`config.mk`:
```
export PLATFORM = sky130hd
export DESIGN_NAME = bridge_mmio_hs
export DESIGN_NICKNAME = d
export VERILOG_FILES = /design/src/rtl/bridge_mmio_hs_pkg.sv /design/src/rtl/bridge_addr_decode.sv /design/src/rtl/bridge_mmio_hs.sv
export SDC_FILE = /design/constraint.sdc
export NUM_CORES = 1
export LEC_CHECK = 0
export CORE_AREA = 2 2 165 167
export CTS_BUF_LIST = sky130_fd_sc_hd__clkbuf_8
export DETAILED_ROUTE_END_ITERATION = 6
export DIE_AREA = 0 0 167 169
export DONT_BUFFER_PORTS = 1
export GPL_TIMING_DRIVEN = 0
export PLACE_DENSITY = 0.45
export SLEW_MARGIN = 20
export SYNTH_ARGS = -nofsm -noshare
export SYNTH_HDL_FRONTEND = slang
export SYNTH_SLANG_ARGS = --single-unit
```
`constraint.sdc`:
```
create_clock -name clk_from_cpu -period 2.2 [get_ports clk_from_cpu]
set_input_delay 0.55 -clock clk_from_cpu [delete_from_list [all_inputs] [get_ports clk_from_cpu]]
set_output_delay 0.55 -clock clk_from_cpu [all_outputs]
set_load 0.02 [all_outputs]
```
`src/rtl/bridge_mmio_hs_pkg.sv`:
```
// -----------------------------------------------------------------------------
// bridge_mmio_hs_pkg
// Shared definitions for the CPU-to-peripheral handshake bridge:
//   - FSM state encoding
//   - the MMIO page (upper 20 address bits of the peripheral window)
//   - slot numbers of the standard SoC peripherals and the slot count they need
//   - default read data returned on a bus error
//   - helper that sizes the shared wait/latency counter
// -----------------------------------------------------------------------------
package bridge_mmio_hs_pkg;

   typedef enum logic [1:0] {
      ST_IDLE      = 2'd0,
      ST_DRAM_WAIT = 2'd1,
      ST_PERI_WAIT = 2'd2,
      ST_RESP      = 2'd3
   } state_t;

   // Peripheral window: 0xFFFFF000 .. 0xFFFFFFFF, 16 bytes per slot.
   localparam logic [19:0] PERI_PAGE = 20'hFFFFF;
   localparam int          SLOT_W    = 8;

   // Standard SoC peripheral slots. A SoC carrying all of them instantiates
   // the bridge with N_PERI = N_PERI_SOC.
   localparam int SLOT_DIG   = 0;
   localparam int SLOT_LED   = 6;
   localparam int SLOT_SW    = 7;
   localparam int SLOT_BTN   = 8;
   localparam int N_PERI_SOC = SLOT_BTN + 1;

   localparam logic [31:0] ERR_RDATA_DEFAULT = 32'hFFFF_FFFF;

   // One counter serves both the DRAM latency countdown and the peripheral
   // timeout count, so it must hold the larger of the two limits.
   function automatic int cnt_width(input int timeout, input int dram_lat);
      int limit;
      limit = (timeout > dram_lat) ? timeout : dram_lat;
      return $clog2(limit + 1);
   endfunction

endpackage

```
`src/rtl/bridge_addr_decode.sv`:
```
// -----------------------------------------------------------------------------
// bridge_addr_decode
// Purely combinational address decoder for the MMIO bridge. Everything outside
// the peripheral page goes to DRAM; inside the page, addr[11:4] picks a slot,
// which is only valid below N_PERI. addr[3:0] never affects the decision.
//
// Ports:
//   addr      in   32      byte address
//   is_dram   out  1       address targets DRAM
//   is_peri   out  1       address targets a populated peripheral slot
//   slot_idx  out  SLOT_W  slot number (meaningful when is_peri=1)
//   unmapped  out  1       address is in the peripheral page but no slot exists
// -----------------------------------------------------------------------------
module bridge_addr_decode
   import bridge_mmio_hs_pkg::*;
#(
   parameter int N_PERI = 4
) (
   input  logic [31:0]       addr,
   output logic              is_dram,
   output logic              is_peri,
   output logic [SLOT_W-1:0] slot_idx,
   output logic              unmapped
);

   logic in_page;
   logic slot_ok;
   logic unused_low_bits;

   assign in_page  = (addr[31:12] == PERI_PAGE);
   assign slot_idx = addr[11:4];
   // One extra bit so that N_PERI = 256 compares correctly.
   assign slot_ok  = ({1'b0, addr[11:4]} < 9'(N_PERI));

   assign is_dram  = !in_page;
   assign is_peri  = in_page && slot_ok;
   assign unmapped = in_page && !slot_ok;

   assign unused_low_bits = ^addr[3:0];

endmodule

```
`src/rtl/bridge_mmio_hs.sv`:
```
// -----------------------------------------------------------------------------
// bridge_mmio_hs
// Request/ready bridge between the CPU load/store unit, DRAM and N_PERI MMIO
// peripheral slots. One transaction is outstanding at a time:
//   IDLE      -> accept req, latch address/enables/data and the decoded target
//   DRAM_WAIT -> DRAM_LAT cycles; byte enables only in the first one, read
//                data captured in the last one
//   PERI_WAIT -> slot selected until its ready, or bus error after TIMEOUT
//   RESP      -> one-cycle ready pulse to the CPU
// Unmapped addresses go straight to RESP with an error.
//
// Ports:
//   clk_from_cpu     in   1          clock, rising edge
//   rst_from_cpu     in   1          asynchronous active-low reset
//   req_from_cpu     in   1          request, only looked at in IDLE
//   addr_from_cpu    in   32         byte address
//   we_from_cpu      in   4          byte write enables (0 = read)
//   wdata_from_cpu   in   32         write data
//   rdata_to_cpu     out  32         read data, sample with ready_to_cpu
//   ready_to_cpu     out  1          one-cycle completion pulse
//   err_to_cpu       out  1          bus error, sample with ready_to_cpu
//   addr_to_dram     out  32         latched address
//   we_to_dram       out  4          byte enables, first DRAM cycle only
//   wdata_to_dram    out  32         latched write data
//   rdata_from_dram  in   32         DRAM read data
//   sel_to_peri      out  N_PERI     one-hot slot select
//   addr_to_peri     out  32         latched address
//   we_to_peri       out  4*N_PERI   per-slot byte enables
//   wdata_to_peri    out  32         latched write data
//   rdata_from_peri  in   32*N_PERI  per-slot read data
//   ready_from_peri  in   N_PERI     per-slot access complete
// -----------------------------------------------------------------------------
module bridge_mmio_hs
   import bridge_mmio_hs_pkg::*;
#(
   parameter int          N_PERI    = 4,
   parameter int          DRAM_LAT  = 1,
   parameter int          TIMEOUT   = 64,
   parameter logic [31:0] ERR_RDATA = ERR_RDATA_DEFAULT
) (
   input  logic                  clk_from_cpu,
   input  logic                  rst_from_cpu,
   input  logic                  req_from_cpu,
   input  logic [31:0]           addr_from_cpu,
   input  logic [3:0]            we_from_cpu,
   input  logic [31:0]           wdata_from_cpu,
   output logic [31:0]           rdata_to_cpu,
   output logic                  ready_to_cpu,
   output logic                  err_to_cpu,
   output logic [31:0]           addr_to_dram,
   output logic [3:0]            we_to_dram,
   output logic [31:0]           wdata_to_dram,
   input  logic [31:0]           rdata_from_dram,
   output logic [N_PERI-1:0]     sel_to_peri,
   output logic [31:0]           addr_to_peri,
   output logic [4*N_PERI-1:0]   we_to_peri,
   output logic [31:0]           wdata_to_peri,
   input  logic [32*N_PERI-1:0]  rdata_from_peri,
   input  logic [N_PERI-1:0]     ready_from_peri
);

   localparam int             CNT_W       = cnt_width(TIMEOUT, DRAM_LAT);
   localparam logic [CNT_W-1:0] CNT_MAX     = '1;
   localparam logic [CNT_W-1:0] CNT_ONE     = CNT_W'(1);
   localparam logic [CNT_W-1:0] DRAM_LOAD   = CNT_W'(DRAM_LAT);
   localparam logic [CNT_W-1:0] TIMEOUT_CNT = CNT_W'(TIMEOUT);

   state_t            state_reg, state_next;
   logic [CNT_W-1:0]  cnt_reg, cnt_next;
   logic [31:0]       addr_reg, addr_next;
   logic [3:0]        we_reg, we_next;
   logic [31:0]       wdata_reg, wdata_next;
   logic [SLOT_W-1:0] slot_reg, slot_next;
   logic [31:0]       rdata_reg, rdata_next;
   logic              err_reg, err_next;

   logic              dec_is_dram;
   logic              dec_is_peri;
   logic [SLOT_W-1:0] dec_slot;
   logic              dec_unmapped;

   logic [N_PERI-1:0] slot_hit;
   logic              in_peri;
   logic              peri_ready;
   logic [31:0]       peri_rdata;
   logic [CNT_W-1:0]  cnt_inc;

   // ---------------------------------------------------------------- decode
   bridge_addr_decode #(
      .N_PERI (N_PERI)
   ) u_decode (
      .addr     (addr_from_cpu),
      .is_dram  (dec_is_dram),
      .is_peri  (dec_is_peri),
      .slot_idx (dec_slot),
      .unmapped (dec_unmapped)
   );

   // ------------------------------------------------------ slot steering
   assign in_peri = (state_reg == ST_PERI_WAIT);

   genvar gi;
   generate
      for (gi = 0; gi < N_PERI; gi++) begin : g_slot
         assign slot_hit[gi]            = (slot_reg == SLOT_W'(gi));
         assign sel_to_peri[gi]         = in_peri && slot_hit[gi];
         assign we_to_peri[4*gi +: 4]   = (in_peri && slot_hit[gi]) ? we_reg : 4'b0000;
      end
   endgenerate

   // Only the latched slot's handshake and data are looked at; the other
   // slots may toggle ready freely.
   assign peri_ready = |(ready_from_peri & slot_hit);

   always_comb begin
      peri_rdata = '0;
      for (int i = 0; i < N_PERI; i++) begin
         if (slot_hit[i]) begin
            peri_rdata = rdata_from_peri[32*i +: 32];
         end
      end
   end

   // Timeout counter never wraps, so a long stall cannot fall back below
   // the limit.
   assign cnt_inc = (cnt_reg == CNT_MAX) ? cnt_reg : cnt_reg + CNT_ONE;

   // ------------------------------------------------------- FSM next state
   always_comb begin
      state_next = state_reg;
      cnt_next   = cnt_reg;
      addr_next  = addr_reg;
      we_next    = we_reg;
      wdata_next = wdata_reg;
      slot_next  = slot_reg;
      rdata_next = rdata_reg;
      err_next   = err_reg;

      case (state_reg)
         ST_IDLE: begin
            if (req_from_cpu) begin
               addr_next  = addr_from_cpu;
               we_next    = we_from_cpu;
               wdata_next = wdata_from_cpu;
               slot_next  = dec_slot;
               if (dec_is_dram) begin
                  state_next = ST_DRAM_WAIT;
                  cnt_next   = DRAM_LOAD;
               end else if (dec_is_peri) begin
                  state_next = ST_PERI_WAIT;
                  cnt_next   = '0;
               end else if (dec_unmapped) begin
                  state_next = ST_RESP;
                  rdata_next = ERR_RDATA;
                  err_next   = 1'b1;
               end
            end
         end

         ST_DRAM_WAIT: begin
            // Counter counts down the remaining DRAM cycles; the cycle where
            // it reads 1 is the sampling cycle.
            if (cnt_reg <= CNT_ONE) begin
               state_next = ST_RESP;
               cnt_next   = '0;
               rdata_next = rdata_from_dram;
               err_next   = 1'b0;
            end else begin
               cnt_next = cnt_reg - CNT_ONE;
            end
         end

         ST_PERI_WAIT: begin
            // Ready is checked first so it wins over a coincident timeout.
            if (peri_ready) begin
               state_next = ST_RESP;
               rdata_next = peri_rdata;
               err_next   = 1'b0;
            end else if (cnt_inc >= TIMEOUT_CNT) begin
               state_next = ST_RESP;
               cnt_next   = cnt_inc;
               rdata_next = ERR_RDATA;
               err_next   = 1'b1;
            end else begin
               cnt_next = cnt_inc;
            end
         end

         ST_RESP: begin
            state_next = ST_IDLE;
         end

         default: begin
            state_next = ST_IDLE;
         end
      endcase
   end

   // ------------------------------------------------------- state register
   always_ff @(posedge clk_from_cpu or negedge rst_from_cpu) begin
      if (!rst_from_cpu) begin
         state_reg <= ST_IDLE;
         cnt_reg   <= '0;
         addr_reg  <= '0;
         we_reg    <= '0;
         wdata_reg <= '0;
         slot_reg  <= '0;
         rdata_reg <= '0;
         err_reg   <= 1'b0;
      end else begin
         state_reg <= state_next;
         cnt_reg   <= cnt_next;
         addr_reg  <= addr_next;
         we_reg    <= we_next;
         wdata_reg <= wdata_next;
         slot_reg  <= slot_next;
         rdata_reg <= rdata_next;
         err_reg   <= err_next;
      end
   end

   // ------------------------------------------------------------- outputs
   assign ready_to_cpu  = (state_reg == ST_RESP);
   assign rdata_to_cpu  = rdata_reg;
   assign err_to_cpu    = err_reg;

   assign addr_to_dram  = addr_reg;
   assign wdata_to_dram = wdata_reg;
   // The counter still holds its load value only in the first DRAM cycle,
   // which is the one cycle the write strobe is presented.
   assign we_to_dram    = ((state_reg == ST_DRAM_WAIT) && (cnt_reg == DRAM_LOAD)) ? we_reg : 4'b0000;

   assign addr_to_peri  = addr_reg;
   assign wdata_to_peri = wdata_reg;

endmodule

```
Power grid:
The bar under the picture is 50 microns long. Pins as bars on the die edge.
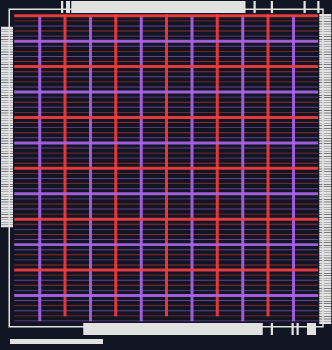
| colour | net |
|---|---|
| red | VDD |
| purple | VSS |
signal pins: 421
rows: 60
met5 straps: 12
met4 straps: 11
met1 rails: 61
maximum VDD drop: 624 uV
Core ar.: 26500 sq um
DIE HEIGHT: 169 microns
Die X: 167 microns

Cell classes on the final placement:
Fill, decap, tap and diode cells in grey.
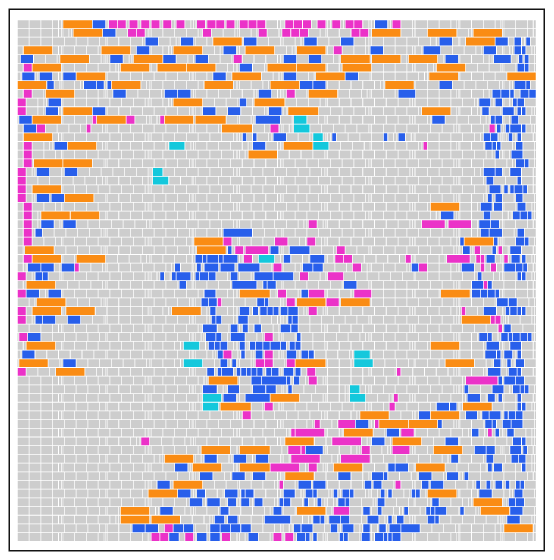
| colour | class | cells | share of their area |
|---|---|---|---|
| orange | flip-flops | 110 | 36% |
| cyan | clock drivers and dummy loads | 16 | 2.7% |
| blue | all other logic | 466 | 46% |
| magenta | other buffers and delay cells | 145 | 15% |
row count: 60
Finished Cell Area: 8190 sq um

Routed clock nets over the placement:
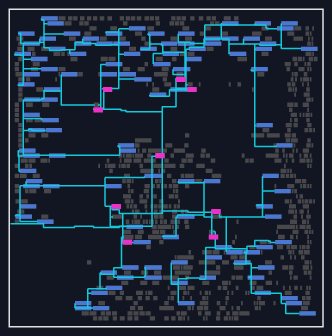
[magenta] cells driving clock nets | count: 9
[blue] flip-flops | count: 110
[cyan] clock wires | length: 1740 microns
routed clock nets: 10
flops lie: widely spread
clk latency late pin: 400 ps
clk_skew: 24.5 ps
Clk power: 1310 uW
Clock Power Share: 0.087

## critical path, delay by kind of cell (launching register included)
kind	cells	cell delay, ps
and+or+nand+nor	3	890
DFF	1	510
buffers and inverters	3	360
## power groups by stage
| stage | sequential [uW] | clock, uW | combinational [uW] |
|---|---|---|---|
| floorplan | 4870 | 0 | 5950 |
| global placement | 5380 | 0 | 7300 |
| detailed placement | 5370 | 0 | 7310 |
| CTS | 5360 | 1400 | 8460 |
| global route | 5450 | 1480 | 9130 |
| finish | 5320 | 1310 | 8490 |
## metal layers
metal  vias up  GRT usage  share of wire
li1       2475          -              -
met1      2772      0.195           0.38
met2       297      0.309           0.52
met3        41     0.0456          0.079
met4         0     0.0547          0.024
met5         -          0              0
==> reports/qor.yml <==
die:
  taps: 341
synthesis:
  syn_inst: 691
  top_area_cell: "dfrtp_1"
  yosys_area_sq_um: 6870
  synthesis.area_sq_um: 6870
  ys_warn_count: 0
  ys.flop_type: "dfrtp_1"
  ys_sh_xor: 0.00255
  yosys_register_bits: 110
final_timing:
  finalSetupViolCount: 59
  layout_setup_ws_ps: -517
  holdWs_ps: -166
  hold_viol_final: 110
cells_and_area:
  layout.cells.non_filler: 1079
  drive_gt1_frac: 0.398
  post-route-util: 0.309
  comb_area_frac: 0.434
  area_growth_pct: 19.2
  lay_top_cells: "105 x nand2_1, 101 x dfrtp_1, 96 x mux2_2"
global_routing:
  grt_pass1_vias: 5795
  grt.total_usage: 0.171
detailed_routing:
  wl_per_cell_microns: 23.4
  vias_per_cell: 5.18
  finalWirelength_microns: 25200
  drtAntennaViolNets: 0
  drtIter0Drc: 243
  drc: 0
setup_path:
  cp-startpoint: "addr_to_dram[6]"
  critPathKind: "reg2out"
  crit_fanout: 10
  cp_slowest_cell: "dfrtp_2"
power_and_ir_drop:
  sw_frac_of_total: 0.487
  total_leakage_power_uw: 0.00333
outcome:
  status: "finished with violations"
  violations: "hold timing, setup timing"
clock_tree:
  cts_max_level: 3
  cts_buffers: 9
placed_design:
  dp_slack_ps: -694
Power and IR drop assume default switching activity.
